### src/rtl/multicycle_ctrl_pkg.sv
// Purpose: shared types and constants for the multicycle datapath control units.
// Latency: n/a (declarations only).
// Backpressure: n/a.
package multicycle_ctrl_pkg;

    // Controller states.
    typedef enum logic [2:0] {
        ST_IDLE   = 3'd0,
        ST_FETCH  = 3'd1,
        ST_DECODE = 3'd2,
        ST_EXEC   = 3'd3,
        ST_MEM    = 3'd4,
        ST_WB     = 3'd5,
        ST_HALT   = 3'd6
    } state_t;

    // Supported opcodes, ins[6:0].
    localparam logic [6:0] OP_R   = 7'b0110011;
    localparam logic [6:0] OP_I   = 7'b0010011;
    localparam logic [6:0] OP_LW  = 7'b0000011;
    localparam logic [6:0] OP_SW  = 7'b0100011;
    localparam logic [6:0] OP_BEQ = 7'b1100011;
    localparam logic [6:0] OP_JAL = 7'b1101111;

    // PC source select codes.
    localparam logic [1:0] PC_PLUS4  = 2'b00;
    localparam logic [1:0] PC_BRANCH = 2'b01;
    localparam logic [1:0] PC_JUMP   = 2'b10;
    localparam logic [1:0] PC_ENTRY  = 2'b11;

endpackage

### src/rtl/multicycle_ctrl_opdecode.sv
// Purpose: opcode legality and class decode for the multicycle controller.
// Latency: purely combinational, zero cycles.
// Backpressure: none; outputs follow op directly.
// Ports: op (7-bit opcode) in; legal, is_mem, is_load, is_branch, is_jal out.
module mc_opdecode
    import multicycle_ctrl_pkg::*;
(
    input  logic [6:0] op,
    output logic       legal,
    output logic       is_mem,
    output logic       is_load,
    output logic       is_branch,
    output logic       is_jal
);

    always_comb begin
        legal     = 1'b0;
        is_mem    = 1'b0;
        is_load   = 1'b0;
        is_branch = 1'b0;
        is_jal    = 1'b0;
        case (op)
            OP_R, OP_I: legal = 1'b1;
            OP_LW: begin
                legal   = 1'b1;
                is_mem  = 1'b1;
                is_load = 1'b1;
            end
            OP_SW: begin
                legal  = 1'b1;
                is_mem = 1'b1;
            end
            OP_BEQ: begin
                legal     = 1'b1;
                is_branch = 1'b1;
            end
            OP_JAL: begin
                legal  = 1'b1;
                is_jal = 1'b1;
            end
            default: legal = 1'b0;
        endcase
    end

endmodule

### src/rtl/multicycle_ctrl.sv
// Purpose: multicycle CPU control FSM with retired-instruction counter and sticky illegal-opcode flag.
// Latency: FETCH..retire is 3 (BEQ), 4 (R/I/JAL/SW) or 5 (LW) cycles, plus one per mem_ready=0 cycle.
// Backpressure: mem_ready stalls FETCH and MEM; requests stay asserted until mem_ready is seen.
// Ports: clk, rst_n, start, int_req, halt_req, opcode[6:0], zero, mem_ready in;
//        imem_rd, ir_we, dmem_rd, dmem_wr, rf_we, pc_we, pc_sel[1:0], busy, err, retired[31:0] out.
module multicycle_ctrl
    import multicycle_ctrl_pkg::*;
#(
    parameter logic [1:0] ENTRY_SEL = 2'b11
) (
    input  logic        clk,
    input  logic        rst_n,
    input  logic        start,
    input  logic        int_req,
    input  logic        halt_req,
    input  logic [6:0]  opcode,
    input  logic        zero,
    input  logic        mem_ready,
    output logic        imem_rd,
    output logic        ir_we,
    output logic        dmem_rd,
    output logic        dmem_wr,
    output logic        rf_we,
    output logic        pc_we,
    output logic [1:0]  pc_sel,
    output logic        busy,
    output logic        err,
    output logic [31:0] retired
);

    state_t      state;
    state_t      state_nxt;
    logic [6:0]  op_q;
    logic [6:0]  dec_op;
    logic        retire;
    logic        err_set;
    logic        legal;
    logic        is_mem;
    logic        is_load;
    logic        is_branch;
    logic        is_jal;

    // Legality is judged on the live opcode in DECODE; later states use the latched copy.
    assign dec_op = (state == ST_DECODE) ? opcode : op_q;

    mc_opdecode u_opdecode (
        .op        (dec_op),
        .legal     (legal),
        .is_mem    (is_mem),
        .is_load   (is_load),
        .is_branch (is_branch),
        .is_jal    (is_jal)
    );

    always_ff @(posedge clk or negedge rst_n) begin
        if (!rst_n) begin
            state   <= ST_IDLE;
            op_q    <= 7'd0;
            retired <= 32'd0;
            err     <= 1'b0;
        end else begin
            state <= state_nxt;
            if (state == ST_DECODE) begin
                op_q <= opcode;
            end
            if (retire) begin
                retired <= retired + 32'd1;
            end
            if (err_set) begin
                err <= 1'b1;
            end
        end
    end

    always_comb begin
        state_nxt = state;
        imem_rd   = 1'b0;
        ir_we     = 1'b0;
        dmem_rd   = 1'b0;
        dmem_wr   = 1'b0;
        rf_we     = 1'b0;
        pc_we     = 1'b0;
        pc_sel    = PC_PLUS4;
        retire    = 1'b0;
        err_set   = 1'b0;
        case (state)
            ST_IDLE: begin
                if (start) state_nxt = ST_FETCH;
            end
            ST_FETCH: begin
                // Interrupt wins: load the entry point and retry the fetch next cycle.
                if (int_req) begin
                    pc_we  = 1'b1;
                    pc_sel = ENTRY_SEL;
                end else begin
                    imem_rd = 1'b1;
                    if (mem_ready) begin
                        ir_we     = 1'b1;
                        state_nxt = ST_DECODE;
                    end
                end
            end
            ST_DECODE: begin
                if (legal) begin
                    state_nxt = ST_EXEC;
                end else begin
                    err_set   = 1'b1;
                    state_nxt = ST_HALT;
                end
            end
            ST_EXEC: begin
                if (is_branch) begin
                    pc_we  = 1'b1;
                    pc_sel = zero ? PC_BRANCH : PC_PLUS4;
                    retire = 1'b1;
                end else if (is_mem) begin
                    state_nxt = ST_MEM;
                end else begin
                    state_nxt = ST_WB;
                end
            end
            ST_MEM: begin
                dmem_rd = is_load;
                dmem_wr = !is_load;
                if (mem_ready) begin
                    if (is_load) begin
                        state_nxt = ST_WB;
                    end else begin
                        // Stores retire straight out of MEM.
                        pc_we  = 1'b1;
                        retire = 1'b1;
                    end
                end
            end
            ST_WB: begin
                rf_we  = 1'b1;
                pc_we  = 1'b1;
                pc_sel = is_jal ? PC_JUMP : PC_PLUS4;
                retire = 1'b1;
            end
            ST_HALT: begin
                if (start) state_nxt = ST_FETCH;
            end
            default: state_nxt = ST_IDLE;
        endcase
        // Every retirement decides between halting and fetching the next instruction.
        if (retire) begin
            state_nxt = halt_req ? ST_HALT : ST_FETCH;
        end
    end

    assign busy = (state != ST_IDLE) && (state != ST_HALT);

endmodule
### config.mk
export PLATFORM = sky130hd
export DESIGN_NAME = multicycle_ctrl
export DESIGN_NICKNAME = d
export VERILOG_FILES = /design/src/rtl/multicycle_ctrl_pkg.sv /design/src/rtl/multicycle_ctrl_opdecode.sv /design/src/rtl/multicycle_ctrl.sv
export SDC_FILE = /design/constraint.sdc
export NUM_CORES = 1
export LEC_CHECK = 0
export CAP_MARGIN = 30
export CORE_ASPECT_RATIO = 0.75
export CORE_MARGIN = 1
export CORE_UTILIZATION = 50
export CTS_CLUSTER_DIAMETER = 100
export DETAILED_ROUTE_END_ITERATION = 10
export GPL_TIMING_DRIVEN = 0
export PLACE_DENSITY = 0.77
export SYNTH_ARGS = -nofsm -noshare
export SYNTH_HDL_FRONTEND = slang
export SYNTH_HIERARCHICAL = 1
export SYNTH_SLANG_ARGS = --single-unit
### constraint.sdc
create_clock -name clk -period 3.8 [get_ports clk]
set_clock_uncertainty 0.15 [all_clocks]
set_input_delay 0.76 -clock clk [delete_from_list [all_inputs] [get_ports clk]]
set_output_delay 0.76 -clock clk [all_outputs]
set_load 0.02 [all_outputs]
final_congestion.png
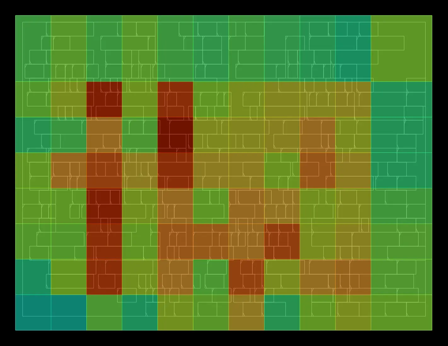
Avg WL per Cell: 15.0 µm
gr usage total: 22.0%

clock_map.png
Drawn at 6 px/µm.
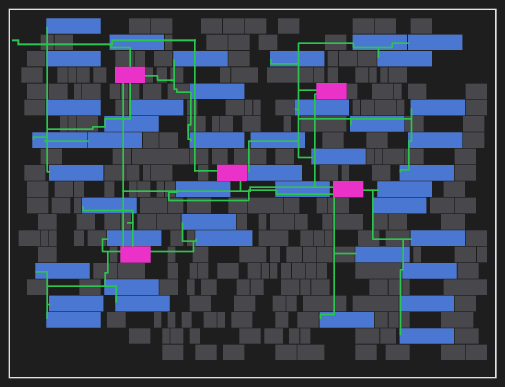
[flip-flops] blue | count: 43
[clock wires] green | length: 514 µm
[cells driving clock nets] magenta | count: 5
routed clock nets: 6

gate_families.png
Drawn at 4 px/µm.
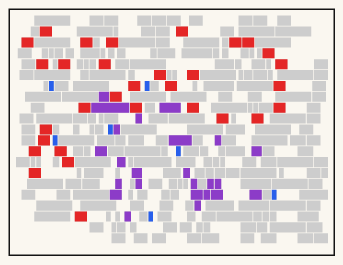
[inverters] blue | cells: 7
[inverting AOI/OAI gates] purple | cells: 24
[XOR/XNOR gates] red | cells: 31
most instantiated logic cell after routing: clkdlybuf4s50_1
Final Instance Count excl. Fillers: 343

wire_density.png
Drawn at 4 px/µm. The die is cut into 16 by 12 equal tiles; white is low, dark blue is high, scaled to the fullest tile. Values are wire area over tile area, all layers added.
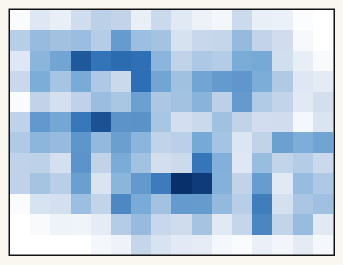
nearly empty tiles: 4.2%
tiles over half the peak: 20%
emptiest ninth of the die: south-west

==> Changelog: implementation <==
### Physical design

* Most common cell in the netlist: dfrtp_1
* Reg2Reg Setup Slack at between 600 and 700 ps
* Yosys simple share at 25.5%
* Psw at 0.000660 W
* WP depth at 12
* RSZ-0062 raised after global routing: true
* Ys flops at 43
* Met3 Wirelength at ~320 µm
* Routability cong. at 0.852
* Final hold slack at 118 ps
* Mux area share at ~5.2%
* FFs w/ async S/R, synth at 100%
* Fin. Hold Viols at 0
* Via count at ~1900
* I/O pin total at 56
* Power Clock at slightly below 0.0003 W
* Tapcell count at between 50 and 60
* Fillers at approximately 350
* Met2 Usage GRT at between 30% and 40%
* Cell family with most CP delay: simple AND/OR/NAND/NOR gates
* Tcrit/Tclk final at a little over nine tenths
* Seq. pwr at ~0.0006 W
* Most frequent cell on the critical path: buf_6
* Slew HR at between 60% and 70%
* Die Size at 4940 µm²
* CTS tree: built
* Adder share at 0.536%
* Seq/total area at between 30% and 40%
* Antenna violations before repair at 0
* Setup crit end kind: primary output
* XOR Share, Synth at between 10% and 20%
* Crit-path max FO at 10
* CP Launch Type: register
* CTS Sinks at ~43
* Final setup viols at 0
* Clock Latency Late Sink at about 290 ps
* GR peak layer: met2
* Post-CTS Setup Inserts at 3
* Logic share of the area at between 30% and 40%
* Worst min path class: input port to asynchronous set/reset pin
* Root Driver: clkbuf_8
* Top logic family: simple AND/OR/NAND/NOR gates
* P per Cell Area at 538 nW/µm²
* First-pass GRT wire length at just over 8000 µm
* Clkbuf count at 6
* Crit path cell chain: buf_6, inv_1, buf_6, nand2_8, mux2_4, or3_4, nor4_4, nand2b_4, a21oi_4, nor2_4, o21ai_0, clkbuf_2
* CTS buffer count at 5
* Yosys chip area at 2330 µm²
* Clock network share of area at ~2.8%
* Pwr top: combinational cells
* Status: completed
* Cell count after synthesis at between 200 and 250
* TNS Setup at 0 ps
* CTS clock-pin slew for the worst setup and hold paths at about 80 ps
* Seq/Total Area, Yosys at between 40 and 50%
* # rows at 21
* Post-CTS Resized at 14
* Gate power share at 47.1%
* RR Endpoint: retired[17]$_DFFE_PN0P_
* Core area at ~4500 µm²
* DR iter-0 viols at ~130
* R2R depth at 12
* H-tree depth at 2
* Post-synth EDFFs at 0
* Slowest cell on the critical path: or3_4
* FP Core Util at 52.2%
* Avg Inst Size Synth at about 11 µm²
* Commonest flop: dfrtp_1
* Routed Antenna Nets at 0
* Bufs on Longest Clock Path at 2
[metrics by stage]
| step | util, % | cell area, µm² | power (W) | cells |
|---|---|---|---|---|
| 3_3_place_gp | 66.1 | 2950 | 0.00131 | 332 |
| 4_1_cts | 69.8 | 3120 | 0.00168 | 343 |
| 3_5_place_dp | 66.5 | 2970 | 0.00134 | 333 |
| 5_1_grt | 70.2 | 3130 | 0.00179 | 343 |
| 6_report | 70.2 | 3130 | 0.00169 | 343 |
| 2_1_floorplan | - | 2330 | 0.00109 | 220 |
[state kept, by name (all words and copies together), names as in the netlist]
register and flops:
op_q 7, retired 32, state 3, err 1
No activity file was given, so power comes from the tool's default toggle rates.
